**config.mk**
```make
export PLATFORM = sky130hd
export DESIGN_NAME = dcache_ctrl
export DESIGN_NICKNAME = d
export VERILOG_FILES = /design/src/rtl/dcache_pkg.sv /design/src/rtl/dcache_arb.sv /design/src/rtl/dcache_ctrl.sv
export SDC_FILE = /design/constraint.sdc
export NUM_CORES = 1
export LEC_CHECK = 0
export CORE_AREA = 2 2 215 217
export CTS_BUF_LIST = sky130_fd_sc_hd__clkbuf_2 sky130_fd_sc_hd__clkbuf_4 sky130_fd_sc_hd__clkbuf_8
export DETAILED_ROUTE_END_ITERATION = 7
export DIE_AREA = 0 0 217 219
export MAX_ROUTING_LAYER = met4
export PLACE_DENSITY_LB_ADDON = 0.08
export RECOVER_POWER = 25
export SLEW_MARGIN = 20
export SYNTH_ARGS = -nofsm -noshare
export SYNTH_HDL_FRONTEND = slang
export SYNTH_SLANG_ARGS = --single-unit
```
**constraint.sdc**
```tcl
create_clock -name clock -period 2.75 [get_ports clock]
set_clock_uncertainty 0.1 [all_clocks]
set_input_delay 0.55 -clock clock [delete_from_list [all_inputs] [get_ports clock]]
set_output_delay 0.55 -clock clock [all_outputs]
set_load 0.01 [all_outputs]
```
**src/rtl/dcache_pkg.sv**
```systemverilog
// Shared types and helpers for the data-cache controller.
package dcache_pkg;

    localparam int unsigned DC_IDX_W  = 5;
    localparam int unsigned DC_TAG_W  = 8;
    localparam int unsigned DC_OFS_W  = 3;
    localparam int unsigned DC_SIZE   = 1 << DC_IDX_W;
    localparam int unsigned DC_ADDR_W = DC_TAG_W + DC_IDX_W + DC_OFS_W;
    localparam int unsigned DC_DATA_W = 64;
    localparam int unsigned MEM_TAG_W = 4;

    typedef enum logic [1:0] {
        BUS_NONE  = 2'd0,
        BUS_LOAD  = 2'd1,
        BUS_STORE = 2'd2
    } bus_cmd_e;

    typedef enum logic [2:0] {
        S_IDLE,
        S_LD_LOOKUP,
        S_LD_ISSUE,
        S_LD_WAIT,
        S_ST_ISSUE
    } dc_state_e;

    typedef struct packed {
        logic [DC_TAG_W-1:0] tag;
        logic [DC_IDX_W-1:0] idx;
    } dc_line_addr_t;

    // Byte offset is dropped: every access covers a full 8-byte line.
    function automatic dc_line_addr_t dc_split_addr(input logic [DC_ADDR_W-1:0] addr);
        dc_line_addr_t w_line;
        w_line.tag = addr[DC_ADDR_W-1 -: DC_TAG_W];
        w_line.idx = addr[DC_OFS_W +: DC_IDX_W];
        return w_line;
    endfunction

endpackage

```
**src/rtl/dcache_arb.sv**
```systemverilog
// Two-requester round-robin arbiter (load vs. store) with a last-grant register.
module dcache_arb (
    input  logic clock,
    input  logic reset_n,
    input  logic i_en,
    input  logic i_ld_req,
    input  logic i_st_req,
    output logic o_ld_gnt,
    output logic o_st_gnt
);

    logic r_last_st;
    logic w_ld_wins;

    // On a tie the side that did not win last time goes first.
    assign w_ld_wins = i_ld_req & (~i_st_req | r_last_st);
    assign o_ld_gnt  = i_en & w_ld_wins;
    assign o_st_gnt  = i_en & i_st_req & ~w_ld_wins;

    // Remember which side was granted most recently; reset favours the load.
    always_ff @(posedge clock or negedge reset_n) begin
        if (!reset_n) begin
            r_last_st <= 1'b1;
        end else if (o_ld_gnt) begin
            r_last_st <= 1'b0;
        end else if (o_st_gnt) begin
            r_last_st <= 1'b1;
        end
    end

endmodule

```
**src/rtl/dcache_ctrl.sv**
```systemverilog
// Blocking controller for the direct-mapped data cache: load hit/miss-fill and
// write-through, write-allocate stores, one transaction at a time.
module dcache_ctrl
    import dcache_pkg::*;
(
    input  logic                 clock,
    input  logic                 reset_n,
    // load requester
    input  logic                 ld_req,
    input  logic [DC_ADDR_W-1:0] ld_addr,
    output logic                 ld_ready,
    output logic                 ld_resp_valid,
    output logic [DC_DATA_W-1:0] ld_resp_data,
    // store requester
    input  logic                 st_req,
    input  logic [DC_ADDR_W-1:0] st_addr,
    input  logic [DC_DATA_W-1:0] st_data,
    output logic                 st_ready,
    output logic                 st_done,
    // cache lookup port
    output logic [DC_IDX_W-1:0]  cache_rd_idx,
    output logic [DC_TAG_W-1:0]  cache_rd_tag,
    input  logic                 cache_rd_valid,
    input  logic [DC_DATA_W-1:0] cache_rd_data,
    // cache fill port
    output logic                 cache_fill_en,
    output logic [DC_IDX_W-1:0]  cache_fill_idx,
    output logic [DC_TAG_W-1:0]  cache_fill_tag,
    output logic [DC_DATA_W-1:0] cache_fill_data,
    // cache store port
    output logic                 cache_st_en,
    output logic [DC_IDX_W-1:0]  cache_st_idx,
    output logic [DC_TAG_W-1:0]  cache_st_tag,
    output logic [DC_DATA_W-1:0] cache_st_data,
    // memory bus
    output logic [1:0]           proc2mem_command,
    output logic [DC_ADDR_W-1:0] proc2mem_addr,
    output logic [DC_DATA_W-1:0] proc2mem_data,
    input  logic [MEM_TAG_W-1:0] mem2proc_response,
    input  logic [DC_DATA_W-1:0] mem2proc_data,
    input  logic [MEM_TAG_W-1:0] mem2proc_tag
);

    dc_state_e            r_state;
    dc_line_addr_t        r_addr;
    logic [DC_DATA_W-1:0] r_st_data;
    logic [MEM_TAG_W-1:0] r_mem_tag;
    logic                 r_resp_valid;
    logic [DC_DATA_W-1:0] r_resp_data;

    logic                 w_idle;
    logic                 w_ld_gnt;
    logic                 w_st_gnt;
    logic                 w_mem_ack;
    logic                 w_tag_hit;
    logic                 w_st_ack;
    logic [5:0]           w_unused_lsb;

    assign w_idle       = (r_state == S_IDLE);
    assign w_unused_lsb = {ld_addr[DC_OFS_W-1:0], st_addr[DC_OFS_W-1:0]};

    dcache_arb u_arb (
        .clock    (clock),
        .reset_n  (reset_n),
        .i_en     (w_idle),
        .i_ld_req (ld_req),
        .i_st_req (st_req),
        .o_ld_gnt (w_ld_gnt),
        .o_st_gnt (w_st_gnt)
    );

    assign w_mem_ack = (mem2proc_response != '0);
    // A zero captured tag never matches, so stale returns after reset are dropped.
    assign w_tag_hit = (r_state == S_LD_WAIT) && (r_mem_tag != '0) && (mem2proc_tag == r_mem_tag);
    assign w_st_ack  = (r_state == S_ST_ISSUE) && w_mem_ack;

    // Controller FSM plus request latch and hit-response register.
    always_ff @(posedge clock or negedge reset_n) begin
        if (!reset_n) begin
            r_state      <= S_IDLE;
            r_addr       <= '0;
            r_st_data    <= '0;
            r_mem_tag    <= '0;
            r_resp_valid <= 1'b0;
            r_resp_data  <= '0;
        end else begin
            r_resp_valid <= 1'b0;
            unique case (r_state)
                S_IDLE: begin
                    if (w_ld_gnt) begin
                        r_addr  <= dc_split_addr(ld_addr);
                        r_state <= S_LD_LOOKUP;
                    end else if (w_st_gnt) begin
                        r_addr    <= dc_split_addr(st_addr);
                        r_st_data <= st_data;
                        r_state   <= S_ST_ISSUE;
                    end
                end
                S_LD_LOOKUP: begin
                    if (cache_rd_valid) begin
                        r_resp_valid <= 1'b1;
                        r_resp_data  <= cache_rd_data;
                        r_state      <= S_IDLE;
                    end else begin
                        r_state <= S_LD_ISSUE;
                    end
                end
                S_LD_ISSUE: begin
                    if (w_mem_ack) begin
                        r_mem_tag <= mem2proc_response;
                        r_state   <= S_LD_WAIT;
                    end
                end
                S_LD_WAIT: begin
                    if (w_tag_hit) begin
                        r_mem_tag <= '0;
                        r_state   <= S_IDLE;
                    end
                end
                S_ST_ISSUE: begin
                    if (w_st_ack) begin
                        r_state <= S_IDLE;
                    end
                end
                default: r_state <= S_IDLE;
            endcase
        end
    end

    // Bus command follows the issuing states directly.
    always_comb begin
        proc2mem_command = BUS_NONE;
        unique case (r_state)
            S_LD_ISSUE: proc2mem_command = BUS_LOAD;
            S_ST_ISSUE: proc2mem_command = BUS_STORE;
            default:    proc2mem_command = BUS_NONE;
        endcase
    end

    assign ld_ready        = w_ld_gnt;
    assign st_ready        = w_st_gnt;

    assign proc2mem_addr   = {r_addr, {DC_OFS_W{1'b0}}};
    assign proc2mem_data   = r_st_data;

    assign cache_rd_idx    = r_addr.idx;
    assign cache_rd_tag    = r_addr.tag;

    assign cache_fill_en   = w_tag_hit;
    assign cache_fill_idx  = r_addr.idx;
    assign cache_fill_tag  = r_addr.tag;
    assign cache_fill_data = w_tag_hit ? mem2proc_data : '0;

    // Write-allocate: the store port marks the line valid with the new tag.
    assign cache_st_en     = w_st_ack;
    assign cache_st_idx    = r_addr.idx;
    assign cache_st_tag    = r_addr.tag;
    assign cache_st_data   = r_st_data;
    assign st_done         = w_st_ack;

    // Miss data is forwarded in the same cycle it fills the cache.
    assign ld_resp_valid   = r_resp_valid | w_tag_hit;
    assign ld_resp_data    = w_tag_hit ? mem2proc_data : r_resp_data;

endmodule

```
==> impl_metrics.xml, run 1 <==
<?xml version="1.0" encoding="UTF-8"?>
<metrics>
  <group name="sta">
    <metric name="finalMaxSlewViolations" unit="">0</metric>
    <metric name="layout_setup_ws" unit="ns">-0.675</metric>
    <metric name="min_period_over_period" unit="%">125</metric>
    <metric name="setup_viol" unit="">130</metric>
    <metric name="unrepaired_setup_endpoints_after_global_routing" unit="">yes</metric>
  </group>
  <group name="power_and_ir_drop">
    <metric name="netSwitchingPower" unit="mW">4.83</metric>
    <metric name="internal_power" unit="mW">9.82</metric>
  </group>
  <group name="worst_hold_path">
    <metric name="min_to" unit="">r_resp_data[23]</metric>
  </group>
  <group name="layout">
    <metric name="clk_share" unit="%">2.39</metric>
    <metric name="combGateArea" unit="um2">3560</metric>
    <metric name="sh_comb_area" unit="%">23.7</metric>
    <metric name="seq_area_share" unit="%">25.0</metric>
    <metric name="share_of_cells_above_drive_strength_1" unit="%">42.8</metric>
    <metric name="antenna_cells" unit="">3</metric>
    <metric name="layout.cells.most_common" unit="">clkdlybuf4s50_1</metric>
    <metric name="layout.cells.largest_class" unit="">buffers</metric>
  </group>
  <group name="drt">
    <metric name="drt_wl_total" unit="mm">32.6</metric>
    <metric name="wl_met1" unit="mm">12.4</metric>
    <metric name="sum_of_met2_wire_segment_lengths_after_detailed_routing" unit="mm">17.3</metric>
    <metric name="drtAntennaViolNets" unit="">0</metric>
  </group>
  <group name="critical_path">
    <metric name="timing.critical_path.required" unit="ns">2.10</metric>
    <metric name="reg2reg_from" unit="">r_state[0]</metric>
    <metric name="timing.critical_path.to" unit="">ld_resp_data[23]</metric>
    <metric name="timing_worst_setup_path_type" unit="">input pin to primary output</metric>
  </group>
  <group name="outcome">
    <metric name="failed_checks" unit="">negative setup slack</metric>
    <metric name="run_status" unit="">complete, but fails checks</metric>
  </group>
  <group name="synth">
    <metric name="yosys_warnings" unit="">0</metric>
    <metric name="synthesized_cell_area" unit="um2">7900</metric>
    <metric name="yosys_most_used_dff" unit="">dfrtp_1</metric>
    <metric name="synthAoiAreaFrac" unit="%">1.79</metric>
  </group>
  <group name="global_route">
    <metric name="grt_use_met2" unit="%">24.2</metric>
    <metric name="grt_antenna_before_repair" unit="">3</metric>
  </group>
  <group name="placement">
    <metric name="port_buffers" unit="">546</metric>
  </group>
</metrics>
run_1/placement_by_type.png
Scale bar: 50 um.
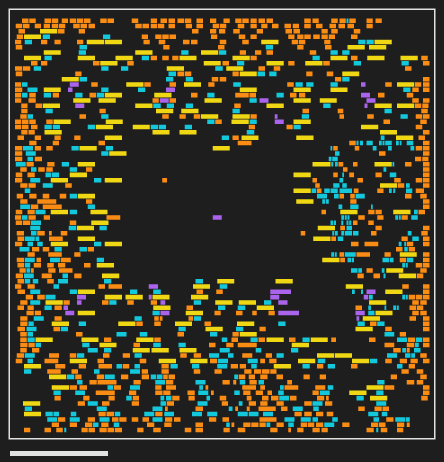
color	class	cells
cyan	combinational and other logic	354
orange	other buffers and delay cells	627
purple	clock drivers and dummy loads	29
yellow	flops	150

run_1/wires.png
Scale bar: 50 um. Two of the layers only.
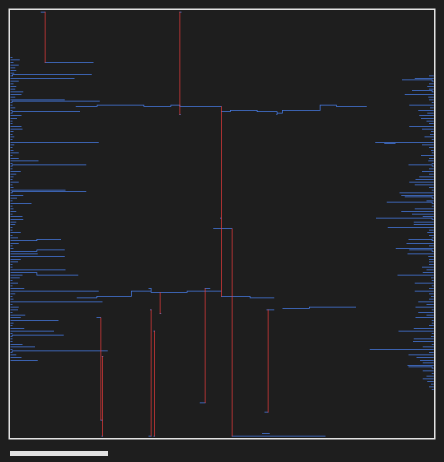
color	layer	wire length
blue	metal 3	2210 um
red	metal 4	615 um

run_1/flops_by_reg.png
Scale bar: 50 um.
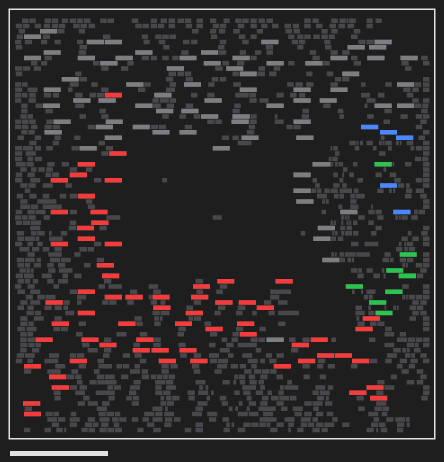
color	signal	flops
blue	cache_fill_idx	5
red	r_resp_data	64
green	cache_fill_tag	8

==> run 2: changes to the inputs <==
Settings changed: ABC_AREA set to 1, CORE_AREA 2 2 215 217 to 2 2 214 216, DIE_AREA 0 0 217 219 to 0 0 216 218.
run_2/congestion.png
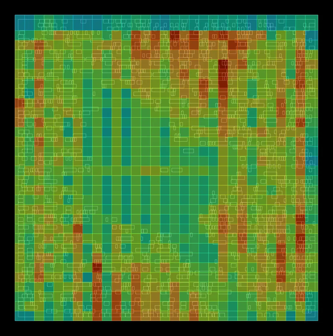
post-layout utilization of the core: 31.4%
All-Layer GR Usage: 15.6%
Wirelength per Cell: 16.8 um
met3 global-route usage: 3.84%
GR met1 Demand/Resource: 18.3%

==> run 2 against run 1 <==
Design area is 6.1% lower. Sequential share of layout area is 1.6 points higher. Total power is 9.4% lower. Largest cell class unchanged. Worst hold slack worse by 0.029 ns. Critical path depth is 1 lower. Clock power is 25% higher. First-iteration DRC count is 140% higher. The flow now finishes without violations. Critical path type is now flop to primary output. Setup slack better by 0.69 ns.
==> impl_metrics.xml, run 2 <==
<?xml version="1.0" encoding="UTF-8"?>
<metrics>
  <group name="power_and_ir_drop">
    <metric name="power.clock.fraction" unit="%">15.9</metric>
    <metric name="internal_power" unit="mW">8.17</metric>
    <metric name="netSwitchingPower" unit="mW">5.10</metric>
  </group>
  <group name="drt">
    <metric name="drtAntennaViolNets" unit="">0</metric>
    <metric name="highest_layer" unit="">met4</metric>
    <metric name="drt-pass1-iter-count" unit="">5</metric>
    <metric name="drt_wl_total" unit="mm">36.4</metric>
    <metric name="sum_of_met2_wire_segment_lengths_after_detailed_routing" unit="mm">18.2</metric>
    <metric name="wl_met1" unit="mm">15.4</metric>
  </group>
  <group name="outcome">
    <metric name="run_status" unit="">complete, no violations</metric>
  </group>
  <group name="clock_tree">
    <metric name="cts_max_path_buffers" unit="">2</metric>
    <metric name="post_cts.repair.setup_buffers" unit="">17</metric>
  </group>
  <group name="placement">
    <metric name="dp_cells" unit="">2111</metric>
    <metric name="port_buffers" unit="">546</metric>
  </group>
  <group name="layout">
    <metric name="layout.cells.most_common" unit="">nand2_1</metric>
    <metric name="layout.cells.largest_class" unit="">buffers</metric>
    <metric name="antenna_cells" unit="">2</metric>
    <metric name="synthesis_to_layout_area_growth" unit="%">75.8</metric>
    <metric name="share_of_cells_above_drive_strength_1" unit="%">20.5</metric>
    <metric name="combGateArea" unit="um2">3140</metric>
    <metric name="clk_share" unit="%">3.37</metric>
    <metric name="sh_comb_area" unit="%">22.3</metric>
    <metric name="seq_area_share" unit="%">26.6</metric>
  </group>
  <group name="global_route">
    <metric name="globalRoute.busiestLayer" unit="">met2</metric>
    <metric name="grt_use_met2" unit="%">26.4</metric>
    <metric name="grt_antenna_before_repair" unit="">1</metric>
  </group>
  <group name="critical_path">
    <metric name="max_stage_delay" unit="ns">0.38</metric>
    <metric name="timing.critical_path.slowest_stage_cell" unit="">dfrtp_1</metric>
    <metric name="timing_worst_setup_path_type" unit="">flop to primary output</metric>
    <metric name="cp_data_arrival_time" unit="ns">2.08</metric>
    <metric name="timing.critical_path.buf_inv" unit="">5</metric>
    <metric name="timing.critical_path.required" unit="ns">2.10</metric>
    <metric name="timing.rr.end" unit="">cache_st_data[57]</metric>
    <metric name="reg2reg_from" unit="">r_state[0]</metric>
    <metric name="timing.critical_path.to" unit="">ld_resp_data[43]</metric>
  </group>
  <group name="synth">
    <metric name="synthesized_cell_area" unit="um2">8030</metric>
    <metric name="yosys_most_used_dff" unit="">dfrtp_1</metric>
    <metric name="synth-seq-cells" unit="">150</metric>
    <metric name="synthAoiAreaFrac" unit="%">6.15</metric>
    <metric name="yosys_warnings" unit="">0</metric>
    <metric name="yosys.area_share.simple" unit="%">28.7</metric>
  </group>
  <group name="worst_hold_path">
    <metric name="hp-start" unit="">r_resp_data[16]</metric>
    <metric name="min_to" unit="">r_resp_data[16]</metric>
  </group>
  <group name="sta">
    <metric name="finalMaxSlewViolations" unit="">0</metric>
    <metric name="layout_setup_ws" unit="ns">0.0174</metric>
    <metric name="unrepaired_setup_endpoints_after_global_routing" unit="">yes</metric>
    <metric name="finalHoldWorstSlack" unit="ns">0.387</metric>
    <metric name="min_period_over_period" unit="%">99.4</metric>
    <metric name="setup_viol" unit="">0</metric>
  </group>
</metrics>
==> run 3: changes to the inputs <==
Settings changed: ABC_CLOCK_PERIOD_IN_PS set to 2750, CELL_PAD_IN_SITES_DETAIL_PLACEMENT set to 0, CELL_PAD_IN_SITES_GLOBAL_PLACEMENT set to 1, CORE_AREA 2 2 214 216 to 2 2 216 218, DIE_AREA 0 0 216 218 to 0 0 218 220.
run_3/flops_by_reg.png
Scale bar: 50 um.
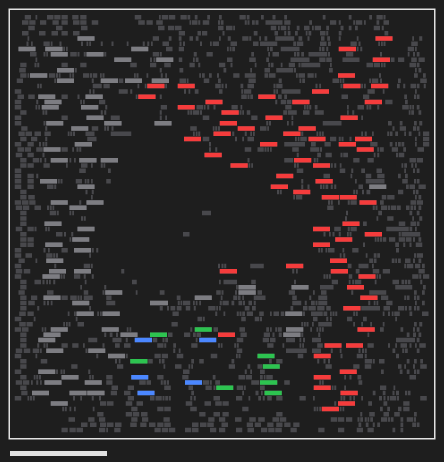
color	signal	flops
red	r_resp_data	64
blue	cache_fill_idx	5
green	cache_fill_tag	8
not colored	73

==> run 3 against run 2 <==
Die area rose by 1.9%. Area after synthesis did not move. Clock power fell by 9.9%. Wire length rose by 1.7%. Sequential share of layout area rose by 0.11 points. Utilization fell by 0.80 points. Critical path depth rose by 1. Sequential power barely moved. Worst hold slack got worse by 0.0042 ns.
==> impl_metrics.xml, run 3 <==
<?xml version="1.0" encoding="UTF-8"?>
<metrics>
  <group name="outcome">
    <metric name="run_status" unit="">complete, no violations</metric>
  </group>
  <group name="global_route">
    <metric name="globalRoute.busiestLayer" unit="">met2</metric>
    <metric name="grt_antenna_before_repair" unit="">5</metric>
    <metric name="globalRouteTotalUtil" unit="%">15.1</metric>
    <metric name="grt_use_met2" unit="%">24.8</metric>
    <metric name="grt_max_degree" unit="">67</metric>
    <metric name="met3_usage" unit="%">4.28</metric>
  </group>
  <group name="critical_path">
    <metric name="max_stage_delay" unit="ns">0.39</metric>
    <metric name="timing.rr.end" unit="">cache_st_data[54]</metric>
    <metric name="timing.critical_path.required" unit="ns">2.10</metric>
    <metric name="timing.critical_path.to" unit="">ld_resp_data[32]</metric>
    <metric name="reg2reg_depth" unit="">11</metric>
    <metric name="timing.critical_path.buf_inv" unit="">4</metric>
    <metric name="cp_data_arrival_time" unit="ns">2.04</metric>
    <metric name="timing.critical_path.slowest_stage_cell" unit="">dfrtp_1</metric>
    <metric name="timing_worst_setup_path_type" unit="">flop to primary output</metric>
  </group>
  <group name="layout">
    <metric name="antenna_cells" unit="">6</metric>
    <metric name="layout.cells.most_common" unit="">nand2_1</metric>
    <metric name="clk_share" unit="%">3.07</metric>
    <metric name="seq_area_share" unit="%">26.7</metric>
    <metric name="sh_comb_area" unit="%">22.3</metric>
    <metric name="share_of_cells_above_drive_strength_1" unit="%">20.9</metric>
    <metric name="synthesis_to_layout_area_growth" unit="%">75.0</metric>
    <metric name="combGateArea" unit="um2">3130</metric>
    <metric name="post-route-util" unit="%">30.7</metric>
  </group>
  <group name="synth">
    <metric name="yosys.area_share.simple" unit="%">28.7</metric>
    <metric name="synthesized_cell_area" unit="um2">8030</metric>
    <metric name="yosys_warnings" unit="">0</metric>
    <metric name="synthAoiAreaFrac" unit="%">6.15</metric>
    <metric name="synth-seq-cells" unit="">150</metric>
  </group>
  <group name="worst_hold_path">
    <metric name="min_to" unit="">r_resp_data[33]</metric>
    <metric name="hp-start" unit="">r_resp_data[33]</metric>
  </group>
  <group name="clock_tree">
    <metric name="cts_hold_bufs" unit="">1</metric>
    <metric name="post_cts.repair.setup_buffers" unit="">10</metric>
    <metric name="cts_max_path_buffers" unit="">2</metric>
  </group>
  <group name="sta">
    <metric name="min_period_over_period" unit="%">97.8</metric>
    <metric name="finalMaxSlewViolations" unit="">0</metric>
    <metric name="layout_setup_ws" unit="ns">0.0600</metric>
    <metric name="unrepaired_setup_endpoints_after_global_routing" unit="">yes</metric>
    <metric name="finalHoldWorstSlack" unit="ns">0.383</metric>
  </group>
  <group name="drt">
    <metric name="post_drt_wl_per_cell" unit="um">17.1</metric>
    <metric name="highest_layer" unit="">met4</metric>
    <metric name="drt-pass1-iter-count" unit="">6</metric>
    <metric name="drt_wl_total" unit="mm">37.0</metric>
    <metric name="wl_met1" unit="mm">16.2</metric>
    <metric name="drtAntennaViolNets" unit="">0</metric>
  </group>
  <group name="power_and_ir_drop">
    <metric name="netSwitchingPower" unit="mW">5.10</metric>
    <metric name="power.clock.fraction" unit="%">14.6</metric>
    <metric name="internal_power" unit="mW">7.98</metric>
  </group>
  <group name="die">
    <metric name="die_width" unit="um">218</metric>
  </group>
</metrics>

==> gallery <==
Gate-type map.
Plate I
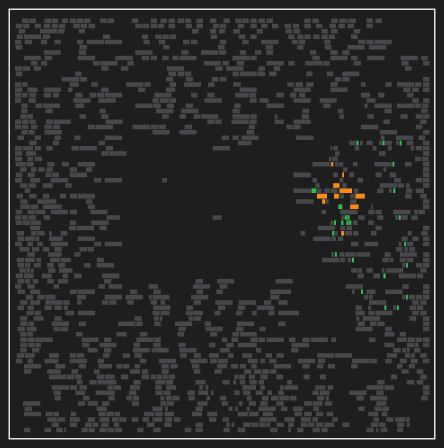
Plate II
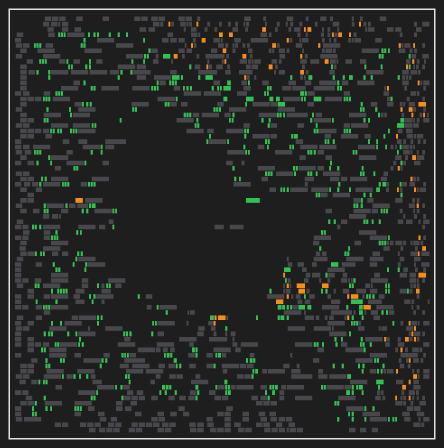
Plate III
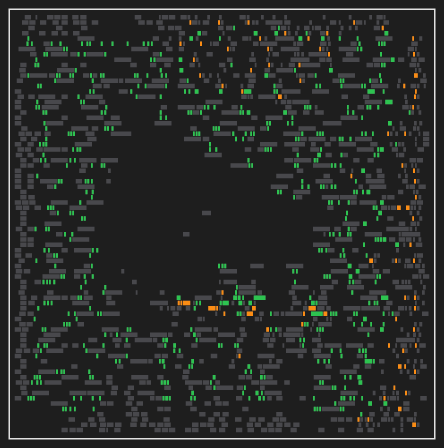
- Plate I = run 1
- Plate III = run 3
- Plate II = run 2
The one with the fewest cells is Plate I.

Key to Plate II:
color	family	cells	most used
orange	NOR gates	78	nor2_1
green	NAND gates	521	nand2_1

Power and IR drop assume default switching activity.
